**Run 1: cell density map**

Drawn at 2 px/um. 12 x 12 tiles, from dark purple (low) to yellow (high), 0 to 100% covered.
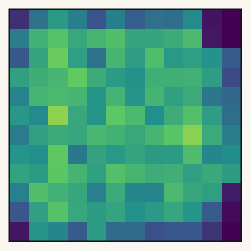
**Run 1: clock wiring as the flow saved it**

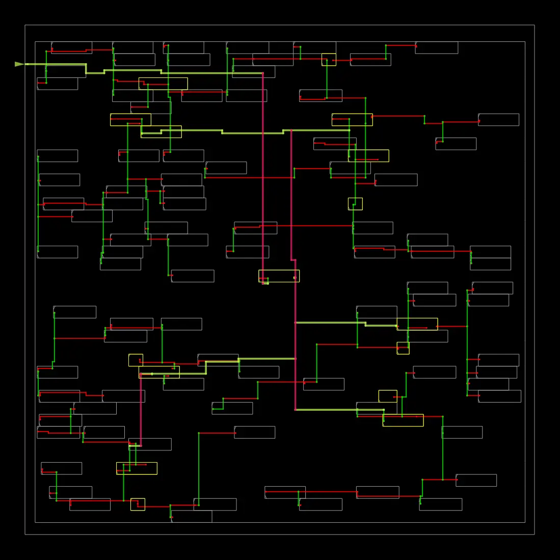
**Run 1: gate-type map**

Drawn at 4 px/um.
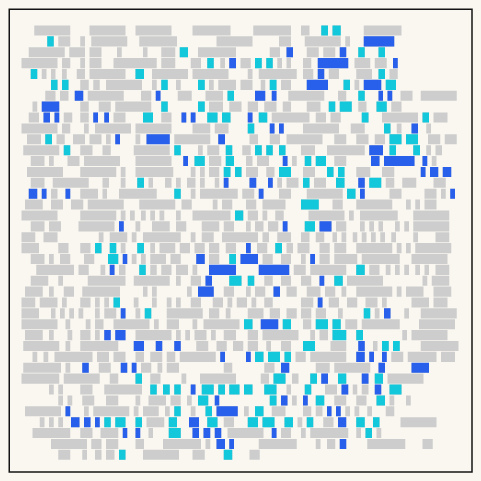
**Run 1: where the registers sit**

Drawn at 3 px/um.
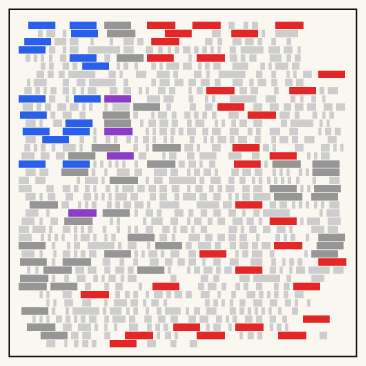
**config.mk**
```make
export PLATFORM = sky130hd
export DESIGN_NAME = led_blink_ctrl
export DESIGN_NICKNAME = d
export VERILOG_FILES = /design/src/rtl/led_blink_pkg.sv /design/src/rtl/led_blink_channel.sv /design/src/rtl/led_blink_ctrl.sv
export SDC_FILE = /design/constraint.sdc
export NUM_CORES = 1
export LEC_CHECK = 0
export CELL_PAD_IN_SITES_DETAIL_PLACEMENT = 1
export CELL_PAD_IN_SITES_GLOBAL_PLACEMENT = 1
export CORE_MARGIN = 2
export CORE_UTILIZATION = 47
export DETAILED_ROUTE_END_ITERATION = 7
export PLACE_DENSITY = 0.78
export SKIP_LAST_GASP = 1
export SYNTH_ARGS = -nofsm -noshare
export SYNTH_HDL_FRONTEND = slang
export SYNTH_SLANG_ARGS = --single-unit
```
**constraint.sdc**
```tcl
create_clock -name clk_i -period 2.76 [get_ports clk_i]
set_input_delay 0.552 -clock clk_i [delete_from_list [all_inputs] [get_ports clk_i]]
set_output_delay 0.552 -clock clk_i [all_outputs]
set_load 0.02 [all_outputs]
```
**src/rtl/led_blink_pkg.sv**
```systemverilog
// Shared modes, channel state encoding and sizing helper
// for the LED blink controller.
package led_blink_pkg;

  localparam logic [1:0] MODE_OFF   = 2'd0;
  localparam logic [1:0] MODE_ON    = 2'd1;
  localparam logic [1:0] MODE_BLINK = 2'd2;
  localparam logic [1:0] MODE_SHOT  = 2'd3;

  typedef enum logic [1:0] {
    ST_OFF   = 2'd0,
    ST_ON    = 2'd1,
    ST_BLINK = 2'd2,
    ST_SHOT  = 2'd3
  } ch_state_e;

  function automatic int ch_idx_w(input int n);
    return (n <= 2) ? 1 : $clog2(n);
  endfunction

endpackage

```
**src/rtl/led_blink_channel.sv**
```systemverilog
// One LED channel: mode FSM, half-period counter,
// registered led/led_n and oneshot done pulse.
module led_blink_channel
  import led_blink_pkg::*;
#(
  parameter int         CNT_W        = 16,
  parameter int         DEFAULT_HALF = 500,
  parameter logic [1:0] RST_MODE     = MODE_BLINK
) (
  input  logic             clk,
  input  logic             rst_n,
  input  logic             tick,
  input  logic             we,
  input  logic [1:0]       mode,
  input  logic [CNT_W-1:0] half,
  output logic             led,
  output logic             led_n,
  output logic             done
);

  localparam logic [CNT_W-1:0] ONE = CNT_W'(1);
  localparam logic [CNT_W-1:0] RST_HALF = CNT_W'(DEFAULT_HALF);
  localparam logic RST_LED = (RST_MODE == MODE_ON);

  ch_state_e state, state_d;
  logic [CNT_W-1:0] half_q, half_d;
  logic [CNT_W-1:0] cnt, cnt_d;
  logic [CNT_W-1:0] half_eff;
  logic led_d, done_d;

  assign half_eff = (half == '0) ? ONE : half;

  always_ff @(posedge clk or negedge rst_n) begin
    if (!rst_n) begin
      state  <= ch_state_e'(RST_MODE);
      half_q <= RST_HALF;
      cnt    <= RST_HALF - ONE;
      led    <= RST_LED;
      led_n  <= ~RST_LED;
      done   <= 1'b0;
    end else begin
      state  <= state_d;
      half_q <= half_d;
      cnt    <= cnt_d;
      led    <= led_d;
      led_n  <= ~led_d;
      done   <= done_d;
    end
  end

  // a write on this channel swallows a coincident tick
  always_comb begin
    state_d = state;
    half_d  = half_q;
    cnt_d   = cnt;
    led_d   = led;
    done_d  = 1'b0;
    unique case (1'b1)
      we: begin
        state_d = ch_state_e'(mode);
        half_d  = half_eff;
        cnt_d   = half_eff - ONE;
        led_d   = (mode != MODE_OFF);
      end
      (!we && tick && state == ST_BLINK): begin
        if (cnt == '0) begin
          led_d = ~led;
          cnt_d = half_q - ONE;
        end else begin
          cnt_d = cnt - ONE;
        end
      end
      (!we && tick && state == ST_SHOT): begin
        if (cnt == '0) begin
          led_d   = 1'b0;
          state_d = ST_OFF;
          done_d  = 1'b1;
        end else begin
          cnt_d = cnt - ONE;
        end
      end
      default: ;
    endcase
  end

endmodule

```
**src/rtl/led_blink_ctrl.sv**
```systemverilog
// N-channel LED blink controller: shared tick prescaler,
// config channel decode and one led_blink_channel per LED.
module led_blink_ctrl
  import led_blink_pkg::*;
#(
  parameter int         F_CLK        = 50000000,
  parameter int         TICK_HZ      = 1000,
  parameter int         N_CH         = 2,
  parameter int         CNT_W        = 16,
  parameter int         DEFAULT_HALF = 500,
  parameter logic [1:0] RST_MODE     = 2'd2
) (
  input  logic                        clk_i,
  input  logic                        rst_n_i,
  input  logic                        cfg_we_i,
  input  logic [ch_idx_w(N_CH)-1:0]   cfg_ch_i,
  input  logic [1:0]                  cfg_mode_i,
  input  logic [CNT_W-1:0]            cfg_half_i,
  output logic                        tick_o,
  output logic [N_CH-1:0]             led_o,
  output logic [N_CH-1:0]             led_n_o,
  output logic [N_CH-1:0]             done_o
);

  localparam int DIV  = F_CLK / TICK_HZ;
  localparam int PC_W = (DIV < 2) ? 1 : $clog2(DIV);
  localparam logic [PC_W-1:0] PC_LAST = PC_W'(DIV - 1);

  if (DIV < 2) begin : g_div_chk
    $error("led_blink_ctrl: F_CLK/TICK_HZ must be >= 2");
  end
  if (N_CH < 1 || N_CH > 16) begin : g_nch_chk
    $error("led_blink_ctrl: N_CH must be 1..16");
  end
  if (DEFAULT_HALF < 1 || DEFAULT_HALF > (2 ** CNT_W) - 1) begin : g_half_chk
    $error("led_blink_ctrl: DEFAULT_HALF out of range");
  end

  logic [PC_W-1:0] pc;
  logic            tick;
  logic [N_CH-1:0] ch_we;

  always_ff @(posedge clk_i or negedge rst_n_i) begin
    if (!rst_n_i) begin
      pc   <= '0;
      tick <= 1'b0;
    end else begin
      tick <= (pc == PC_LAST);
      pc   <= (pc == PC_LAST) ? '0 : pc + PC_W'(1);
    end
  end

  assign tick_o = tick;

  // out-of-range channel numbers match no channel
  always_comb begin
    ch_we = '0;
    for (int i = 0; i < N_CH; i++) begin
      ch_we[i] = cfg_we_i && (int'(cfg_ch_i) == i);
    end
  end

  for (genvar g = 0; g < N_CH; g++) begin : g_ch
    led_blink_channel #(
      .CNT_W        (CNT_W),
      .DEFAULT_HALF (DEFAULT_HALF),
      .RST_MODE     (RST_MODE)
    ) u_ch (
      .clk   (clk_i),
      .rst_n (rst_n_i),
      .tick  (tick),
      .we    (ch_we[g]),
      .mode  (cfg_mode_i),
      .half  (cfg_half_i),
      .led   (led_o[g]),
      .led_n (led_n_o[g]),
      .done  (done_o[g])
    );
  end

endmodule

```
==> impl_metrics.csv, run 1 <==
group,metric,value,unit
floorplan,die_w,115,um
timing,setup_violations,1,
critical_path,path_cells,"clkdlybuf4s50_1, nor4_2, and2_1, a21oi_2, ha_1, nor3b_4, nand2_1, xor2_2, o21ai_1, o31a_1, o22a_1",
global_routing,grt_pass1_wl,32400,um
timing,post-route-period-util,1.00,
pwr,irDropWorstVdd,0.344,mV
global_routing,grt_max_degree,61,
synth,ys_types,77,
cts,clk_pin_slew,0.07,ns
final_layout,top_area_cell_class,"combinational gates",
cts,cts_tree,"yes",
synth,yosys-stat-area,5820,um^2
critical_path,path_delay_family,"AND-OR/OR-AND gates",
outcome,violations,"negative setup slack",
synth,syn_inst,684,
run,tool_warnings,29,
final_layout,clockNetworkAreaShare,0.0440,
routing,dr_wl_met2,9380,um
outcome,outcome,"finished with violations",
routing,wl_met1,9270,um
synth,async_flop_share,1.00,
synth,top_area_cell,"dfrtp_1",
synth,adder_share,0.0215,
synth,xor_area_frac,0.0782,
critical_path,r2r_cells,11,
final_layout,flops,91,
placement,place_congestion,0.975,
pwr,pwr-share-seq,0.454,
global_routing,overflow,0,
routing,routed_wl,20600,um
synth,synthTopLogicFamily,"simple AND/OR/NAND/NOR gates",
synth,ys_sh_mux,0.0105,
synth,ys_seq_frac,0.398,
synth,ys_seq_elements,91,
pwr,power_density,542,nW/um^2
global_routing,grt_pass1_vias,5880,
timing,setup_ws,-0.00952,ns
synth,top_area_frac,0.262,
floorplan,n_tap_cell,168,
synth,edf_count,0,
cts,cts_setup_buffers,1,
final_layout,antenna_cells,0,
pwr,pg_comb,0.744,mW
About 'cell density map':
- fullest tile: 83%
- mean over tiles: 51%
- tiles over 75% full: 2.8%
- nearly empty tiles: 2.1%
Finished Core Util: 0.582
core area: 12100 um^2
initial core utilization: 0.483

About 'clock wiring as the flow saved it':
CTS sink count: 91
Num CTS Buffers: 9
clkbuf count: 9
Clock Power: 1.33 mW
Worst Skew: 0.0111 ns

About 'gate-type map':
- cyan: inverting AOI/OAI gates (cells 126; most used o21ai_0)
- blue: NOR gates (cells 110; most used nor2_1; where all over the die)
Top cell excl fill/tap: nand2_1
logic share of the area: 0.473
Layout Cells excl Fill: 930

About 'where the registers sit':
- purple: g_ch.u_ch.state (placed flops 4)
- blue: pc (placed flops 16)
- red: g_ch.u_ch.cnt (placed flops 32)
seq pwr: 1.73 mW
Reg area: 2310 um^2
fraction of area in registers: 0.330

==> run 1: Yosys cell counts, types with 5 or more instances <==
master	instances
nand3_1	14
o22ai_1	13
xnor2_1	23
buf_4	6
nor4_1	9
a31oi_1	12
clkbuf_1	18
or4_1	6
dfstp_2	30
xor2_1	29
a21oi_1	29
inv_1	14
nand4_1	5
ha_1	10
mux2i_1	5
or3_1	12
nor3_1	29
o21ai_0	41
nor3b_1	5
nand2_1	148
dfrtp_1	61
and3_1	8
nand2b_1	5
nor2_1	50
a21o_1	6
==> run 1: stage by stage <==
step           cell area (um^2)   util  setup TNS, ns
5_1_grt                    7020  0.582         -0.285
3_5_place_dp               6630  0.549          -5.49
6_report                   7020  0.582       -0.00952
4_1_cts                    6950  0.576              0
3_3_place_gp               6630  0.549          -3.04
2_1_floorplan              5830      -              0
==> run 1: metal layers <==
layer,vias to the layer above,track usage
met3,43,0.0575
met5,-,0
met1,2880,0.452
li1,2577,-
met4,0,0.125
met2,206,0.502
==> run 1: placed cells by master (no fill, tap or decap), types with 4 or more instances in the layout <==
cell type and count:
nor2_1 50, nor3b_1 4, buf_4 65, clkdlybuf4s50_1 15, o21ai_0 38, xnor2_1 22, clkbuf_16 9, nor3_1 29
and4_1 4, nand3_1 14, dfstp_2 30, o31ai_1 4, nand2b_1 5, ha_1 10, o21ai_1 5, a21oi_1 28
and2_1 4, a221oi_1 4, or3_1 12, dfrtp_1 61, nand2_1 148, nor4_4 4, nand4_1 5, o22ai_1 13
a21o_1 6, nor4_2 4, or4_1 6, and3_1 8, dlymetal6s2s_1 11, xor2_1 28, inv_1 14, mux2i_1 5
a31oi_1 12, nor4_1 8
**Run 1: wires at chosen ports, followed through buffers**

Drawn at 3 px/um.
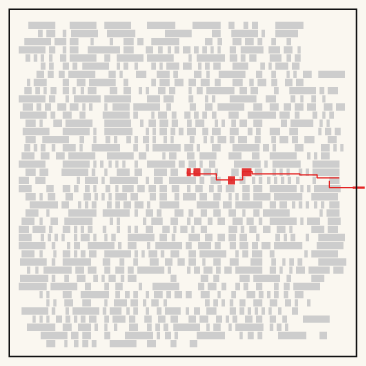

--- run 2 (diff from run 1) ---
- GPL_ROUTABILITY_DRIVEN: default -> 0
**Run 2: wires at chosen ports, followed through buffers**

Drawn at 3 px/um.
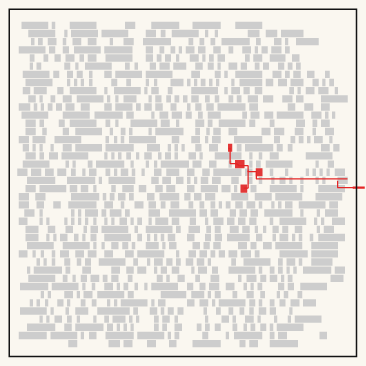
- red: cfg_ch_i (bits 1; direction input; end cells 4; wire 64.4 um)
Ports: 29
IO buf count: 28

==> run 2 against run 1 <==
The flow now finishes without violations. Worst hold slack improved by 0.023 ns. Area after synthesis unchanged. Via count increased by 0.18%. Sequential cell count unchanged. Clock skew about the same. Total power decreased by 1.4%. Register-to-register slack got worse by 0.03 ns. Routed wire length decreased by 2.0%. Core utilization decreased by 0.21 points. Clock-buffer cell count increased by 1. Critical path type unchanged. Largest cell class unchanged. Largest power group unchanged.
==> impl_metrics.csv, run 2 <==
group,metric,value,unit
synth,ys_seq_elements,91,
synth,ys_types,77,
synth,syn_inst,684,
floorplan,die_w,115,um
synth,async_flop_share,1.00,
global_routing,use_met1,0.440,
final_layout,fin_cells,928,
global_routing,grt_pass1_vias,5973,
run,tool_warnings,29,
global_routing,grt_pass1_wl,32600,um
global_routing,met3_usage,0.0633,
timing,skew,0.0108,ns
synth,synthTopLogicFamily,"simple AND/OR/NAND/NOR gates",
synth,ys_seq_frac,0.398,
synth,top_area_cell,"dfrtp_1",
critical_path,path_delay_family,"simple AND/OR/NAND/NOR gates",
global_routing,use_met2,0.521,
outcome,outcome,"complete, no violations",
final_layout,antenna_cells,0,
synth,top_cell,"nand2_1",
global_routing,overflow,0,
synth,yosys-stat-area,5820,um^2
global_routing,grt_max_degree,57,
critical_path,path_cells,"clkdlybuf4s50_1, or4_4, nor2_4, a21oi_2, ha_1, nor3b_4, nand2_1, xor2_2, buf_4, buf_4, a221oi_1",
pwr,irDropWorstVdd,0.280,mV
timing,setup_ws,0.0410,ns
critical_path,r2r_cells,12,
routing,routed_wl,20200,um
final_layout,lay_top_count,"nand2_1",
cts,cts_setup_buffers,1,
timing,post-route-period-util,0.985,
synth,edf_count,0,
synth,top_area_frac,0.262,
-- run 2: cell count changes in the layout (fill, tap and decap cells not counted), sizes merged --
cell           delta
clkdlybuf4s50     +3
dlymetal6s2s      -6
dlygate4sd2       +3
inv               -1
buf               -2
clkbuf            +1
-- run 2: power by group through the flow --
| stage | Sequential (mW) | Combinational [mW] | Clock (mW) |
|---|---|---|---|
| 2_1_floorplan | 1.68 | 0.443 | 0 |
| 3_3_place_gp | 1.73 | 0.686 | 0 |
| 3_5_place_dp | 1.75 | 0.716 | 0 |
| 4_1_cts | 1.72 | 0.728 | 1.30 |
| 5_1_grt | 1.75 | 0.812 | 1.35 |
| 6_report | 1.73 | 0.741 | 1.28 |
-- run 2: layout make-up --
cell class / instances / area (um^2) / area share
clock inverters: 6 / 68.8 / 0.00983
well taps: 168 / 210 / 0.0300
clock buffers: 10 / 229 / 0.0327
repair buffers: 91 / 771 / 0.110
multi-input cells: 546 / 3350 / 0.478
flip-flops and latches: 91 / 2310 / 0.331
inverters: 16 / 60.1 / 0.00858
-- run 2: layer usage --
| layer | up-vias | wire, um |
|---|---|---|
| met5 | - | 0 |
| met4 | 0 | 459 |
| met3 | 36 | 1490 |
| met2 | 214 | 9520 |
| met1 | 2891 | 8730 |
| li1 | 2575 | - |
-- run 2: metrics by stage --
| stage | total power [mW] | instance area [um^2] | utilization | hold slack [ns] | TNS, ns |
|---|---|---|---|---|---|
| finish | 3.75 | 7000 | 0.580 | 0.0346 | 0 |
| global route | 3.92 | 7000 | 0.580 | 0.0405 | -0.224 |
| floorplan | 2.12 | 5830 | - | 0.256 | 0 |
| CTS | 3.75 | 6930 | 0.575 | 0.0328 | 0 |
| global placement | 2.41 | 6630 | 0.549 | 0.410 | -3.06 |
| detailed placement | 2.46 | 6630 | 0.549 | 0.409 | -4.95 |
**Run 2: where the registers sit**

Drawn at 3 px/um.
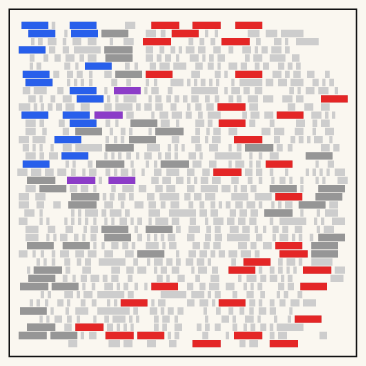

--- run 3 (diff from run 2) ---
- PLACE_DENSITY: 0.78 -> default
- PLACE_DENSITY_LB_ADDON: default -> 0.1
- REMOVE_ABC_BUFFERS: default -> 1
**Run 3: where the registers sit**

Drawn at 3 px/um.
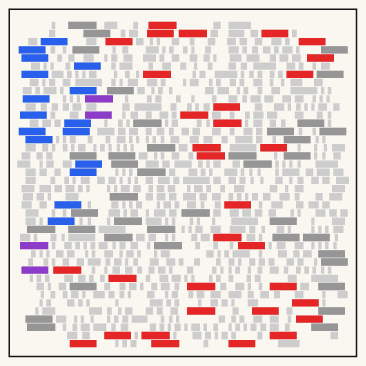
- blue: pc (placed flops 16)
- red: g_ch.u_ch.cnt (placed flops 32)
- purple: g_ch.u_ch.state (placed flops 4)
Finished Core Util: 0.579
fraction of area in registers: 0.332

==> run 3 against run 2 <==
Global-route usage decreased by 1.9 points. Worst setup slack improved by 0.027 ns. Core utilization decreased by 0.16 points. Sequential power about the same. Sequential cell count unchanged. Final cell count decreased by 0.43%. First-iteration DRC count decreased by 33%. Routed wire length decreased by 6.0%. Area after synthesis unchanged. Clock-buffer cell count decreased by 1. Clock skew increased by 0.0046 ns. Synthesized cell count unchanged.
==> impl_metrics.csv, run 3 <==
group,metric,value,unit
synth,top_cell,"nand2_1",
synth,ys_seq_frac,0.398,
run,tool_warnings,28,
outcome,outcome,"complete, no violations",
placement,dpl_cell_area,6590,um^2
global_routing,grt_pass1_vias,5926,
timing,skew,0.0155,ns
synth,async_flop_share,1.00,
critical_path,path_delay_family,"simple AND/OR/NAND/NOR gates",
final_layout,lay_top_count,"nand2_1",
critical_path,r2r_cells,9,
pwr,irDropWorstVdd,0.380,mV
synth,syn_inst,684,
routing,met3WireLength,873,um
floorplan,io_pins,29,
synth,yosys-stat-area,5820,um^2
final_layout,antenna_cells,0,
final_layout,stdcell_area,6980,um^2
synth,ys_types,77,
global_routing,use_met2,0.511,
floorplan,die_w,115,um
[run 3: netlist changes by cell type in the layout (fill, tap and decap cells not counted), moves of 2 or more]
cell,previous run,this run
buf_4,63,59
clkinv_8,0,2
dlygate4sd2_1,4,0
dlymetal6s2s_1,5,9
inv_8,0,2
[run 3: through the flow]
step | power (mW) | hold slack [ns]
global route | 3.88 | 0.172
CTS | 3.72 | 0.155
global placement | 2.39 | 0.465
floorplan | 2.10 | 0.256
detailed placement | 2.44 | 0.471
finish | 3.70 | 0.151
[run 3: timing repair]
action	4_1_cts	5_1_grt
resized	5	15
endpoints found under the setup margin	6	11
buffers inserted	0	2
hold buffers	0	0
pin swaps	0	11
[run 3: cells by family (layout without fill, tap and decap cells)]
| family | count (synthesis) | in the layout | synth area share |
|---|---|---|---|
| flip-flops | 91 | 91 | 0.398 |
| XOR/XNOR | 52 | 52 | 0.0782 |
| AND-OR/OR-AND | 146 | 146 | 0.161 |
| adder cells (fa/ha/maj) | 10 | 10 | 0.0215 |
| AND/OR/NAND/NOR | 332 | 332 | 0.294 |
| buffers and inverters | 47 | 119 | 0.0376 |
| multiplexers | 6 | 6 | 0.0105 |
[run 3: final cells by class]
type	count	area, um^2
Timing Repair Buffer	87	756
Fill cell	1434	5080
Clock buffer	9	225
Tap cell	168	210
Inverter	16	60.1
Sequential cell	91	2310
Clock inverter	7	80.1
Multi-Input combinational cell	546	3330
[run 3: power by group through the flow]
stage / Clock [mW] / Combinational [mW] / Sequential, mW
floorplan: 0 / 0.408 / 1.69
global placement: 0 / 0.665 / 1.73
detailed placement: 0 / 0.695 / 1.74
CTS: 1.29 / 0.706 / 1.72
global route: 1.34 / 0.783 / 1.75
finish: 1.27 / 0.707 / 1.72
Power and IR drop assume default switching activity.
